### The metal 2 layer, run 1

Drawn at 4 px/µm.
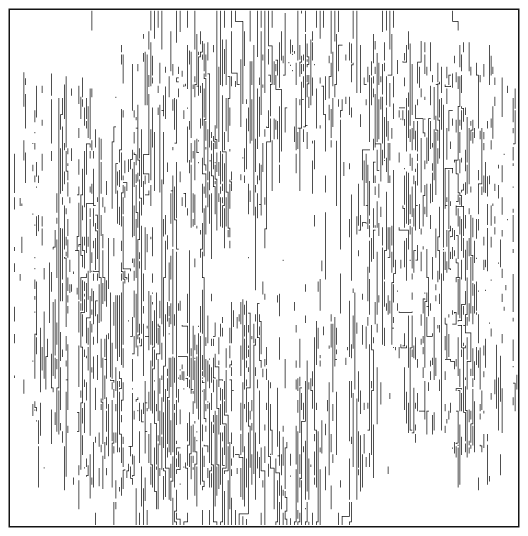
### Metal 3, run 1

Drawn at 2 px/µm.
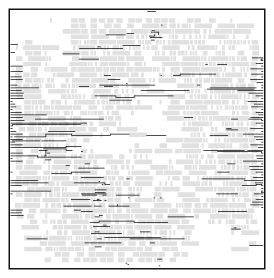
### M4 wires, run 1

Drawn at 2 px/µm.
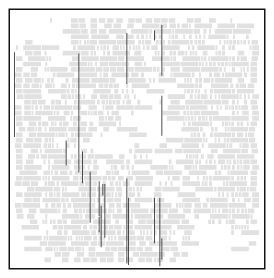
### config.mk
export PLATFORM = sky130hd
export DESIGN_NAME = instr_fetch_unit
export DESIGN_NICKNAME = d
export VERILOG_FILES = /design/src/rtl/instr_fetch_unit.sv
export SDC_FILE = /design/constraint.sdc
export NUM_CORES = 1
export LEC_CHECK = 0
export CAP_MARGIN = 20
export CORE_AREA = 2 2 125 127
export CTS_BUF_LIST = sky130_fd_sc_hd__clkbuf_8 sky130_fd_sc_hd__clkbuf_16
export CTS_CLUSTER_SIZE = 14
export DETAILED_ROUTE_END_ITERATION = 16
export DIE_AREA = 0 0 127 129
export PLACE_DENSITY = 0.87
export RECOVER_POWER = 100
export SLEW_MARGIN = 20
export SYNTH_ARGS = -nofsm -noshare
export SYNTH_HDL_FRONTEND = slang
export SYNTH_SLANG_ARGS = --single-unit
### constraint.sdc
create_clock -name clk_i -period 5.2 [get_ports clk_i]
set_clock_uncertainty 0.1 [all_clocks]
set_input_delay 1.04 -clock clk_i [delete_from_list [all_inputs] [get_ports clk_i]]
set_output_delay 1.04 -clock clk_i [all_outputs]
set_load 0.1 [all_outputs]
### src/rtl/instr_fetch_unit.sv
// Wishbone instruction fetcher feeding a FIFO_DEPTH-entry buffer; push to instr_valid_o is one cycle.
// Requests stop while the buffer is full or after a fault until redirect; ECPU_FETCH_PERF_EN adds perf_fetch_cnt_o.

module ifu_fifo #(
  parameter int W     = 8,
  parameter int DEPTH = 2
) (
  input  logic                   clk,
  input  logic                   rst_n,
  input  logic                   flush,
  input  logic                   push,
  input  logic [W-1:0]           push_dat,
  input  logic                   pop,
  output logic [W-1:0]           head_dat,
  output logic [$clog2(DEPTH):0] count
);
  localparam int AW = $clog2(DEPTH);
  localparam logic [AW:0] DEPTH_C = (AW+1)'(DEPTH);

  logic [W-1:0]  mem [DEPTH];
  logic [AW-1:0] wr_ptr;
  logic [AW-1:0] rd_ptr;
  logic          full;
  logic          empty;
  logic          do_push;
  logic          do_pop;

  assign full     = (count == DEPTH_C);
  assign empty    = (count == '0);
  assign do_push  = push && !full;
  assign do_pop   = pop && !empty;
  assign head_dat = mem[rd_ptr];

  // Flush drops the contents by resetting pointers; stale storage is hidden by count == 0.
  always_ff @(posedge clk or negedge rst_n) begin
    if (!rst_n) begin
      wr_ptr <= '0;
      rd_ptr <= '0;
      count  <= '0;
      for (int i = 0; i < DEPTH; i++) mem[i] <= '0;
    end else if (flush) begin
      wr_ptr <= '0;
      rd_ptr <= '0;
      count  <= '0;
    end else begin
      if (do_push) begin
        mem[wr_ptr] <= push_dat;
        wr_ptr      <= wr_ptr + 1'b1;
      end
      if (do_pop) rd_ptr <= rd_ptr + 1'b1;
      case ({do_push, do_pop})
        2'b10:   count <= count + 1'b1;
        2'b01:   count <= count - 1'b1;
        default: count <= count;
      endcase
    end
  end
endmodule

module instr_fetch_unit #(
  parameter logic [31:0] RESET_PC   = 32'h0000_0000,
  parameter int          FIFO_DEPTH = 2
) (
  input  logic        clk_i,
  input  logic        rst_ni,
  output logic        cyc_o,
  output logic        stb_o,
  output logic        we_o,
  output logic [31:0] adr_o,
  output logic [3:0]  sel_o,
  input  logic [31:0] dat_i,
  input  logic        ack_i,
  input  logic        err_i,
  input  logic        redirect_i,
  input  logic [31:0] redirect_pc_i,
  output logic        instr_valid_o,
  output logic [31:0] instr_o,
  output logic [31:0] instr_pc_o,
  output logic        instr_err_o,
  input  logic        instr_ready_i
`ifdef ECPU_FETCH_PERF_EN
  ,
  output logic [31:0] perf_fetch_cnt_o
`endif
);
  localparam int CW = $clog2(FIFO_DEPTH) + 1;
  localparam logic [CW-1:0] DEPTH_C = CW'(FIFO_DEPTH);

  typedef enum logic [1:0] {S_RUN, S_FULL, S_HALT} state_t;

  typedef struct packed {
    logic [31:0] instr;
    logic [31:0] pc;
    logic        err;
  } entry_t;

  state_t        state;
  state_t        state_nxt;
  logic [31:0]   fetch_pc;
  logic [31:0]   fetch_pc_nxt;
  logic [CW-1:0] count;
  logic          req;
  logic          push;
  logic          pop;
  entry_t        push_ent;
  entry_t        head_ent;

  // Gating with rst_ni drops the request the moment reset asserts.
  assign req  = rst_ni && (state == S_RUN) && (count < DEPTH_C);
  assign push = req && (ack_i || err_i) && !redirect_i;
  assign pop  = (count != '0) && instr_ready_i && !redirect_i;

  always_comb begin
    state_nxt      = state;
    fetch_pc_nxt   = fetch_pc;
    push_ent.instr = dat_i;
    push_ent.pc    = fetch_pc;
    push_ent.err   = 1'b0;
    case (state)
      S_RUN: begin
        if (push && err_i) begin
          state_nxt = S_HALT;
        end else if (push && !pop && (count == DEPTH_C - 1'b1)) begin
          state_nxt = S_FULL;
        end
      end
      S_FULL: begin
        if (pop) state_nxt = S_RUN;
      end
      S_HALT: begin
        state_nxt = S_HALT;
      end
      default: state_nxt = S_RUN;
    endcase
    // A fault wins over a simultaneous ack and keeps the PC pointing at the faulting address.
    if (push) begin
      if (err_i) begin
        push_ent.instr = '0;
        push_ent.err   = 1'b1;
      end else begin
        fetch_pc_nxt = fetch_pc + 32'd4;
      end
    end
    if (redirect_i) begin
      state_nxt    = S_RUN;
      fetch_pc_nxt = redirect_pc_i;
    end
  end

  always_ff @(posedge clk_i or negedge rst_ni) begin
    if (!rst_ni) begin
      state    <= S_RUN;
      fetch_pc <= RESET_PC;
    end else begin
      state    <= state_nxt;
      fetch_pc <= fetch_pc_nxt;
    end
  end

  ifu_fifo #(
    .W     ($bits(entry_t)),
    .DEPTH (FIFO_DEPTH)
  ) u_buf (
    .clk      (clk_i),
    .rst_n    (rst_ni),
    .flush    (redirect_i),
    .push     (push),
    .push_dat (push_ent),
    .pop      (pop),
    .head_dat (head_ent),
    .count    (count)
  );

  assign cyc_o         = req;
  assign stb_o         = req;
  assign we_o          = 1'b0;
  assign sel_o         = 4'hF;
  assign adr_o         = fetch_pc;
  assign instr_valid_o = (count != '0);
  assign instr_o       = head_ent.instr;
  assign instr_pc_o    = head_ent.pc;
  assign instr_err_o   = head_ent.err;

`ifdef ECPU_FETCH_PERF_EN
  logic [31:0] perf_cnt;

  always_ff @(posedge clk_i or negedge rst_ni) begin
    if (!rst_ni) begin
      perf_cnt <= '0;
    end else if (push && !err_i) begin
      perf_cnt <= perf_cnt + 32'd1;
    end
  end

  assign perf_fetch_cnt_o = perf_cnt;
`endif
endmodule

==> flow_summary_export.csv, run 1 <==
group,metric,value,unit
route,avgRoutedWirePerCell,17.0,µm
global_routing,grt_pass1_wl,33500,µm
setup_path,cp-end-kind,"flop",
synthesis,synthFlopType,"dfrtp_1",
synthesis,top_cells_by_area,"dfrtp_1 51%, mux2_2 9.3%, nand2_1 8.8%",
placement,io_buffers,169,
global_routing,overflow,0,
final_timing,worst_pin_slew,1.71,ns
clocking,cts_resized,0,
status,status,"finished, violations left",
synthesis,syn_area_per_cell,9.31,µm²
floorplanning,fp.dieW,127,µm
route,viasPerCell,5.65,
global_routing,antenna_found_initial,1,
clocking,clockRootBuffer,"clkbuf_16",
layout,fillers,1166,
final_timing,max_clock_freq,0.224,GHz
clocking,clock_path_buffers,2,
run,drv_cap,2,
route,drtPass1Iterations,6,
placement,dpl_cell_area,0.00976,mm²
run,warnings,28,
clocking,path_clk_slew,0.06,ns
final_timing,final_max_slew_viol_count,112,
min_path,hold_depth,2,
floorplanning,rows,45,
final_timing,max_slew_margin,-13.8,%
floorplanning,fp-utilization,55.3,%
route,drcViolationCount,0,
clocking,post_cts_buffers,0,
min_path,hold_path.class,"flop to flop",
min_path,hold_start,"u_buf.mem[29]",
status,violations,"max-capacitance violations, max-slew violations",
setup_path,critPathLaunchType,"primary input",
synthesis,netlist_area,0.00828,mm²
final_timing,final-setup-viol-count,0,
clocking,cts_sinks,168,
layout,final_layout_size_suffix_gt1_share,11.3,%
synthesis,ys_chip_area,0.00828,mm²
synthesis,yosys_warnings,0,
final_timing,rsz0062_at_grt,"no",
placement,gp_congestion,0.809,
setup_path,cp.arrival,4.72,ns
Notes on 'The metal 2 layer' above:
longest straight run: 72.4 µm
share of all routed wire: 47%
main direction: vertical
wire length on this layer: 9540 µm
nets with wire on the layer: 882

Notes on 'Metal 3' above:
nets with wire on the layer: 160
main direction: horizontal

Notes on 'M4 wires' above:
nets with wire on the layer: 16
main direction: vertical
wire length on this layer: 448 µm
longest straight run: 59.2 µm
share of all routed wire: 2.2%

[run 1: through the flow]
stage,hold slack (ns),instances,setup WS [ns]
final,0.370,1192,0.735
after global routing,0.387,1191,0.421
after CTS,0.371,1191,0.977
after detailed placement,0.358,1161,1.26
after global placement,0.353,1161,1.40
after floorplan,0.333,892,1.20
[run 1: logic make-up after synthesis]
kind of cell	synth area share (%)
compound gates	8.84
other cells	0.0908
xor+xnor	1.16
mux	9.37
simple gates	20.4
fa+ha+maj	0.605
buf+inv	8.68
flops	50.8
[run 1: worst max path at each step]
stage,to,cells past startpoint,start,slack (ns)
2_1_floorplan,instr_o[0],3,u_buf.rd_ptr,1.20
3_3_place_gp,u_buf.mem[100],7,rst_ni,1.40
3_5_place_dp,u_buf.mem[120],7,rst_ni,1.26
4_1_cts,instr_o[16],3,u_buf.rd_ptr,0.98
5_1_grt,u_buf.mem[61],7,rst_ni,0.42
6_report,u_buf.mem[59],7,rst_ni,0.74
[run 1: flip-flops by register name (all words and copies together), names as in the netlist]
register      flops
u_buf.mem       130
adr_o            32
state             2
u_buf.count       2
u_buf.rd_ptr      1
u_buf.wr_ptr      1
[run 1: cell type report]
cell class	instances	area, µm²	share of cell area (%)
multi-input cells	578	3360	32.7
flip-flops and latches	168	4210	41.0
inverters	49	184	1.79
repair buffers	178	1730	16.8
well taps	188	235	2.29
diodes	1	2.50	0.0244
clock buffers	20	467	4.54
clock inverters	10	81.3	0.792
[run 1: worst max-delay path: stages]
cell and delay, ns:
buf_6 0.32, or4b_1 0.70, inv_1 0.27, and4_1 1.11, clkbuf_1 0.96, nand3_1 0.17
nand2_1 0.11
[run 1: cell usage in the layout, fill, tap and decap left out, types with 2 or more instances in the layout]
master	instances
ha_1	4
and3_1	5
clkbuf_16	17
nor3_1	4
nand4_1	12
a21oi_1	2
dlygate4sd3_1	98
or2_2	2
nand2_1	193
o21ai_0	88
nor4_1	6
or3_1	6
or4_1	10
clkbuf_1	5
a31oi_1	16
clkinvlp_4	2
nand4b_1	3
inv_1	50
and4_1	3
xnor2_1	11
nand3_1	74
and2_1	2
clkbuf_8	3
conb_1	5
dfrtp_1	167
clkdlybuf4s50_1	68
clkinv_2	4
clkbuf_2	3
nor2_1	26
or4b_1	2
nor2b_1	2
o41ai_1	4
nor4_2	2
buf_4	3
o31ai_1	10
a311o_1	3
mux2_2	68
[run 1: routing by layer]
metal | wire [µm] | global-route usage [%] | vias up
met4 | 448 | 8.86 | 0
li1 | - | - | 3178
met2 | 9540 | 40.7 | 280
met1 | 8780 | 34.6 | 3239
met5 | 0 | 0 | -
met3 | 1530 | 6.82 | 43
==> run 2, diff against run 1 <==
--- a/config.mk
+++ b/config.mk
@@ -5,7 +5,7 @@
 export SDC_FILE = /design/constraint.sdc
 export NUM_CORES = 1
 export LEC_CHECK = 0
-export CAP_MARGIN = 20
+export CAP_MARGIN = 5
 export CORE_AREA = 2 2 125 127
 export CTS_BUF_LIST = sky130_fd_sc_hd__clkbuf_8 sky130_fd_sc_hd__clkbuf_16
 export CTS_CLUSTER_SIZE = 14
### Routing congestion, run 2

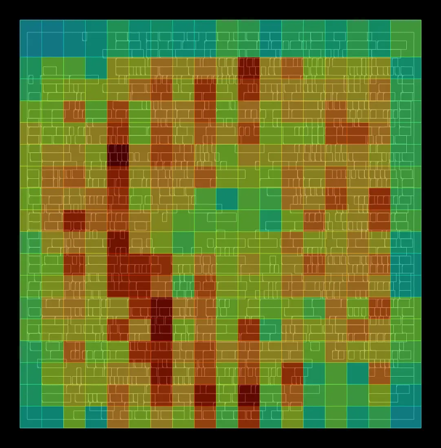
M3 GR Usage: 6.82%
fin util: 68.6%
GRT Total Usage: 25.7%

==> run 2 against run 1 <==
Compared with the run above:
- the run still ends with max-capacitance violations, max-slew violations left
- maximum frequency stayed put
- flip-flop count did not move
- routed wire length stayed put
- clock-buffer cell count did not move
- core utilization is the same
- largest cell class unchanged
==> flow_summary_export.csv, run 2 <==
group,metric,value,unit
final_timing,final-setup-viol-count,0,
clocking,clockRootBuffer,"clkbuf_16",
synthesis,ys_chip_area,0.00828,mm²
placement,io_buffers,169,
final_timing,max_slew_margin,-13.8,%
route,wl_met1,8780,µm
synthesis,top_cells_by_area,"dfrtp_1 51%, mux2_2 9.3%, nand2_1 8.8%",
layout,largest_reg_flops,130,
clocking,clock_path_buffers,2,
synthesis,synthFlopType,"dfrtp_1",
final_timing,rsz0062_at_grt,"no",
setup_path,cp.arrival,4.72,ns
layout,top_register,"u_buf.mem",
layout,fillers,1166,
status,violations,"max-capacitance violations, max-slew violations",
global_routing,antenna_found_initial,1,
route,wl_met2,9540,µm
placement,gp_congestion,0.809,
status,status,"finished, violations left",
layout,mostFrequentLayoutCells,"193 x nand2_1, 167 x dfrtp_1, 98 x dlygate4sd3_1, 88 x o21ai_0, 74 x nand3_1",
floorplanning,fp.dieW,127,µm
route,route.met3.wl,1530,µm
synthesis,netlist_area,0.00828,mm²
setup_path,crit_family,"simple AND/OR/NAND/NOR gates",
clocking,cts_sinks,168,
layout,final_layout_size_suffix_gt1_share,11.3,%
global_routing,grt_pass1_wl,33500,µm
route,drtPass1Iterations,6,
setup_path,critPathMaxStageDelay,1.11,ns
min_path,hold_depth,2,
final_timing,final_max_slew_viol_count,112,
global_routing,overflow,0,
final_timing,worst_pin_slew,1.71,ns
route,dr.max_layer_used,"met4",
setup_path,critPathLaunchType,"primary input",
run,drv_cap,2,
placement,dpl_cell_area,0.00976,mm²
clocking,path_clk_slew,0.06,ns
layout,final_common_cell,"nand2_1",
route,avgRoutedWirePerCell,17.0,µm
setup_path,cp-end-kind,"flop",
synthesis,syn_area_per_cell,9.31,µm²
min_path,hold_path.class,"flop to flop",
setup_path,critPathBufInv,3,
floorplanning,rows,45,
## run 2: cell counts after synthesis
Identical to the previous run, type by type.
## run 2: layer usage
metal	vias up	GRT usage [%]
met5	-	0
li1	3178	-
met3	43	6.82
met1	3239	34.6
met2	280	40.7
met4	0	8.86
## run 2: final cells by class
type	instances	area, µm²	share of cell area [%]
sequential	168	4210	41.0
multi-input combinational	578	3360	32.7
timing repair buffer	178	1730	16.8
clock buffer	20	467	4.54
tap	188	235	2.29
inverter	49	184	1.79
clock inverter	10	81.3	0.792
antenna	1	2.50	0.0244
## run 2: cells by family (layout without fill, tap and decap cells)
kind of cell,after synthesis,after routing,synth area share [%]
AND-OR/OR-AND,128,128,8.84
XOR/XNOR,11,11,1.16
adder cells (fa/ha/maj),4,4,0.605
buffers and inverters,146,257,8.68
flip-flops,168,168,50.8
multiplexers,69,69,9.37
other,2,6,0.0908
AND/OR/NAND/NOR,361,361,20.4
## run 2: how the worst max path moves through the flow
stage	slack, ns	start	end	depth (start not counted)
after floorplan	1.20	u_buf.rd_ptr	instr_o[0]	3
after global placement	1.40	rst_ni	u_buf.mem[100]	7
after detailed placement	1.26	rst_ni	u_buf.mem[120]	7
after CTS	0.98	u_buf.rd_ptr	instr_o[16]	3
after global routing	0.42	rst_ni	u_buf.mem[61]	7
final	0.74	rst_ni	u_buf.mem[59]	7
## run 2: metrics by stage
step	instances	utilization [%]	hold slack, ns	setup slack, ns
2_1_floorplan	892	-	0.333	1.20
3_3_place_gp	1161	65.1	0.353	1.40
3_5_place_dp	1161	65.1	0.358	1.26
4_1_cts	1191	68.8	0.371	0.977
5_1_grt	1191	68.5	0.387	0.421
6_report	1192	68.6	0.370	0.735
## run 2: tightest hold or removal path, delay by kind of cell (launching register included)
kind             cells  cell delay (ns)
DFF                  1             0.34
and+or+nand+nor      2             0.10
==> run 3, diff against run 2 <==
--- a/config.mk
+++ b/config.mk
@@ -6,14 +6,15 @@
 export NUM_CORES = 1
 export LEC_CHECK = 0
 export CAP_MARGIN = 5
-export CORE_AREA = 2 2 125 127
+export CORE_AREA = 2 2 126 128
 export CTS_BUF_LIST = sky130_fd_sc_hd__clkbuf_8 sky130_fd_sc_hd__clkbuf_16
 export CTS_CLUSTER_SIZE = 14
 export DETAILED_ROUTE_END_ITERATION = 16
-export DIE_AREA = 0 0 127 129
-export PLACE_DENSITY = 0.87
+export DIE_AREA = 0 0 128 130
+export PLACE_DENSITY = 0.86
 export RECOVER_POWER = 100
 export SLEW_MARGIN = 20
 export SYNTH_ARGS = -nofsm -noshare
 export SYNTH_HDL_FRONTEND = slang
+export SYNTH_HIERARCHICAL = 1
 export SYNTH_SLANG_ARGS = --single-unit
### Met1 routing, run 3

Drawn at 3 px/µm.
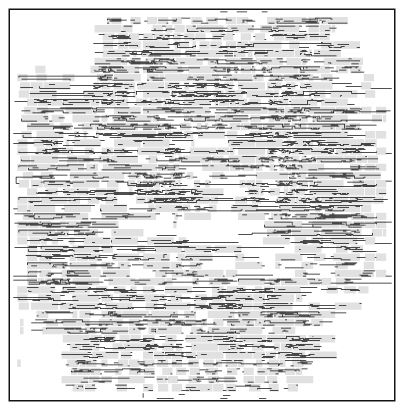
wire length on this layer: 7830 µm
nets with wire on the layer: 757
longest straight run: 36.8 µm

==> run 3 against run 2 <==
Compared with the run above:
- the run still ends with max-capacitance violations, max-slew violations left
- critical path type unchanged
- first-iteration DRC count fell by 61%
- critical endpoint is now adr_o[31]
- clock-buffer cell count fell by 1
- routed wire length fell by 7.2%
==> flow_summary_export.csv, run 3 <==
group,metric,value,unit
status,status,"finished, violations left",
status,violations,"max-capacitance violations, max-slew violations",
setup_path,r2r-start,"u_buf/count[1]",
synthesis,netlist_area,0.00826,mm²
route,dr_total_vias,5498,
final_timing,fin_tns_setup,0,ns
final_timing,final.min_clock_period,4.37,ns
floorplanning,fp.dieW,128,µm
setup_path,critPathLaunchType,"primary input",
global_routing,grtUsageTotal,22.8,%
layout,top_register,"u_buf/mem",
route,finalWirelength,18800,µm
clocking,numCtsBuffers,17,
setup_path,critPathSlowestCell,"clkbuf_1",
route,drcViolationCount,0,
route,dr.first_iter.drc_count,260,
global_routing,overflow,0,
route,avgRoutedWirePerCell,18.9,µm
synthesis,synth_cell_types,44,
setup_path,crit_top_cell,"o31a_1",
clocking,htree_levels,4,
layout,area_growth,25.8,%
synthesis,top_cells_by_area,"dfrtp_1 51%, mux2_2 20%, mux2_1 6.8%",
placement,io_buffers,169,
final_timing,final-setup-viol-count,0,
final_timing,rsz0062_at_grt,"no",
final_timing,max_clock_freq,0.229,GHz
min_path,hold_path.class,"flop to flop",
clocking,post_cts_buffers,0,
floorplanning,dieArea,0.0166,mm²
clocking,hold_buffers,0,
final_timing,max_slew_margin,-81.0,%
clocking,cts_resized,0,
setup_path,cp_cell_sequence,"clkbuf_1, or4b_1, clkinvlp_2, nand4_1, or2_1, o31a_1, o31a_1",
run,drv_cap,4,
floorplanning,rows,46,
synthesis,synthFlopType,"dfrtp_1",
clocking,path_clk_slew,0.06,ns
setup_path,cp-startpoint,"rst_ni",
clocking,clkLatencyLatePin,0.43,ns
final_timing,final_max_slew_viol_count,241,
route,wl_met2,9720,µm
clocking,clockRootBuffer,"clkbuf_16",
synthesis,edf_count,0,
route,wl_met1,7830,µm
placement,gp_congestion,0.834,
global_routing,first_global_vias,5741,
layout,fillers,1113,
layout,final_common_cell,"dfrtp_1",
route,ant_nets,0,
synthesis,synth.top_cell.area_share,50.9,%
setup_path,critPathMaxStageDelay,1.07,ns
setup_path,critPathBufInv,2,
run,warnings,26,
global_routing,antenna_found_initial,1,
route,drtPass1Iterations,5,
min_path,hold_start,"u_buf/mem[125]",
setup_path,path_max_fanout,29,
placement,dpl.hpwl,12600,µm
route,viasPerCell,5.51,
clocking,cts_sinks,168,
layout,largest_reg_flops,130,
synthesis,ys_seq_share,50.9,%
layout,final_layout_size_suffix_gt1_share,24.3,%
synthesis,ys_chip_area,0.00826,mm²
synthesis,syn-instance-count,664,
synthesis,yosys_warnings,6,
synthesis,syn_area_per_cell,12.4,µm²
final_timing,worst_pin_slew,2.71,ns
clocking,clock_path_buffers,2,
route,dr.max_layer_used,"met4",
setup_path,required,5.41,ns
global_routing,grt_pass1_wl,29300,µm
setup_path,critPathKind,"primary input to flop",
layout,ff_latch_area,0.00421,mm²
synthesis,synthTopCellsByCount,"168 x dfrtp_1, 149 x mux2_2, 50 x mux2_1, 39 x buf_4, 35 x nand2_1",
synthesis,async_flop_share,100,%
route,route.met3.wl,877,µm
setup_path,crit_family,"simple AND/OR/NAND/NOR gates",
setup_path,cp.arrival,4.58,ns
setup_path,cp-end-kind,"flop",
layout,logic_area,0.00355,mm²
floorplanning,num_io_pins,175,
layout,final_nets,862,
floorplanning,fp-utilization,53.6,%
layout,mostFrequentLayoutCells,"167 x dfrtp_1, 149 x mux2_2, 97 x dlygate4sd3_1, 68 x clkdlybuf4s50_1, 50 x mux2_1",
run 3: cell type report:
type,instances,share of cell area (%)
antenna,1,0.0241
clock buffer,19,4.36
clock inverter,13,1.71
inverter,9,0.337
multi-input combinational,417,34.1
sequential,168,40.5
tap,192,2.31
timing repair buffer,178,16.7
run 3: per-layer routing:
layer | up-vias | track usage [%]
li1 | 2536 | -
met1 | 2776 | 27.3
met2 | 154 | 40.2
met3 | 32 | 5.37
met4 | 0 | 9.24
met5 | - | 0
run 3: worst register-to-register path: stages (launching register included):
cell        delay, ns
dfrtp_1          0.46
or4b_1           0.63
clkinvlp_2       0.18
nand4_1          0.55
or2_1            0.55
o31a_1           0.31
o31a_1           0.27
run 3: metrics by stage:
step	setup slack (ns)	std cells	instance area (µm²)	hold slack (ns)	util, %
5_1_grt	0.453	997	10400	0.396	67.4
6_report	0.830	997	10400	0.385	67.4
4_1_cts	0.900	996	10400	0.362	67.6
2_1_floorplan	2.00	667	8270	0.354	-
3_3_place_gp	1.43	964	9800	0.364	63.5
3_5_place_dp	1.39	964	9800	0.372	63.5
run 3: cell families after synthesis:
group,share of synthesized area [%]
AOI/OAI and AO/OA,2.80
muxes,27.4
DFF,50.9
buffers and inverters,6.21
xor gates and xnor gates,2.86
and+or+nand+nor,9.63
other,0.0909
adders and majority gates,0.151
run 3: final timing paths:
| kind | end | cells after the start | slack, ns |
|---|---|---|---|
| min | u_buf/mem[125] | 1 | 0.39 |
| min in group asynchronous | u_buf/mem[19] | 1 | 0.86 |
| max in group asynchronous | u_buf/mem[50] | 2 | 1.65 |
| max reg2reg | adr_o[31] | 6 | 2.03 |
| max | adr_o[31] | 7 | 0.83 |
| min reg2reg | u_buf/mem[125] | 1 | 0.39 |
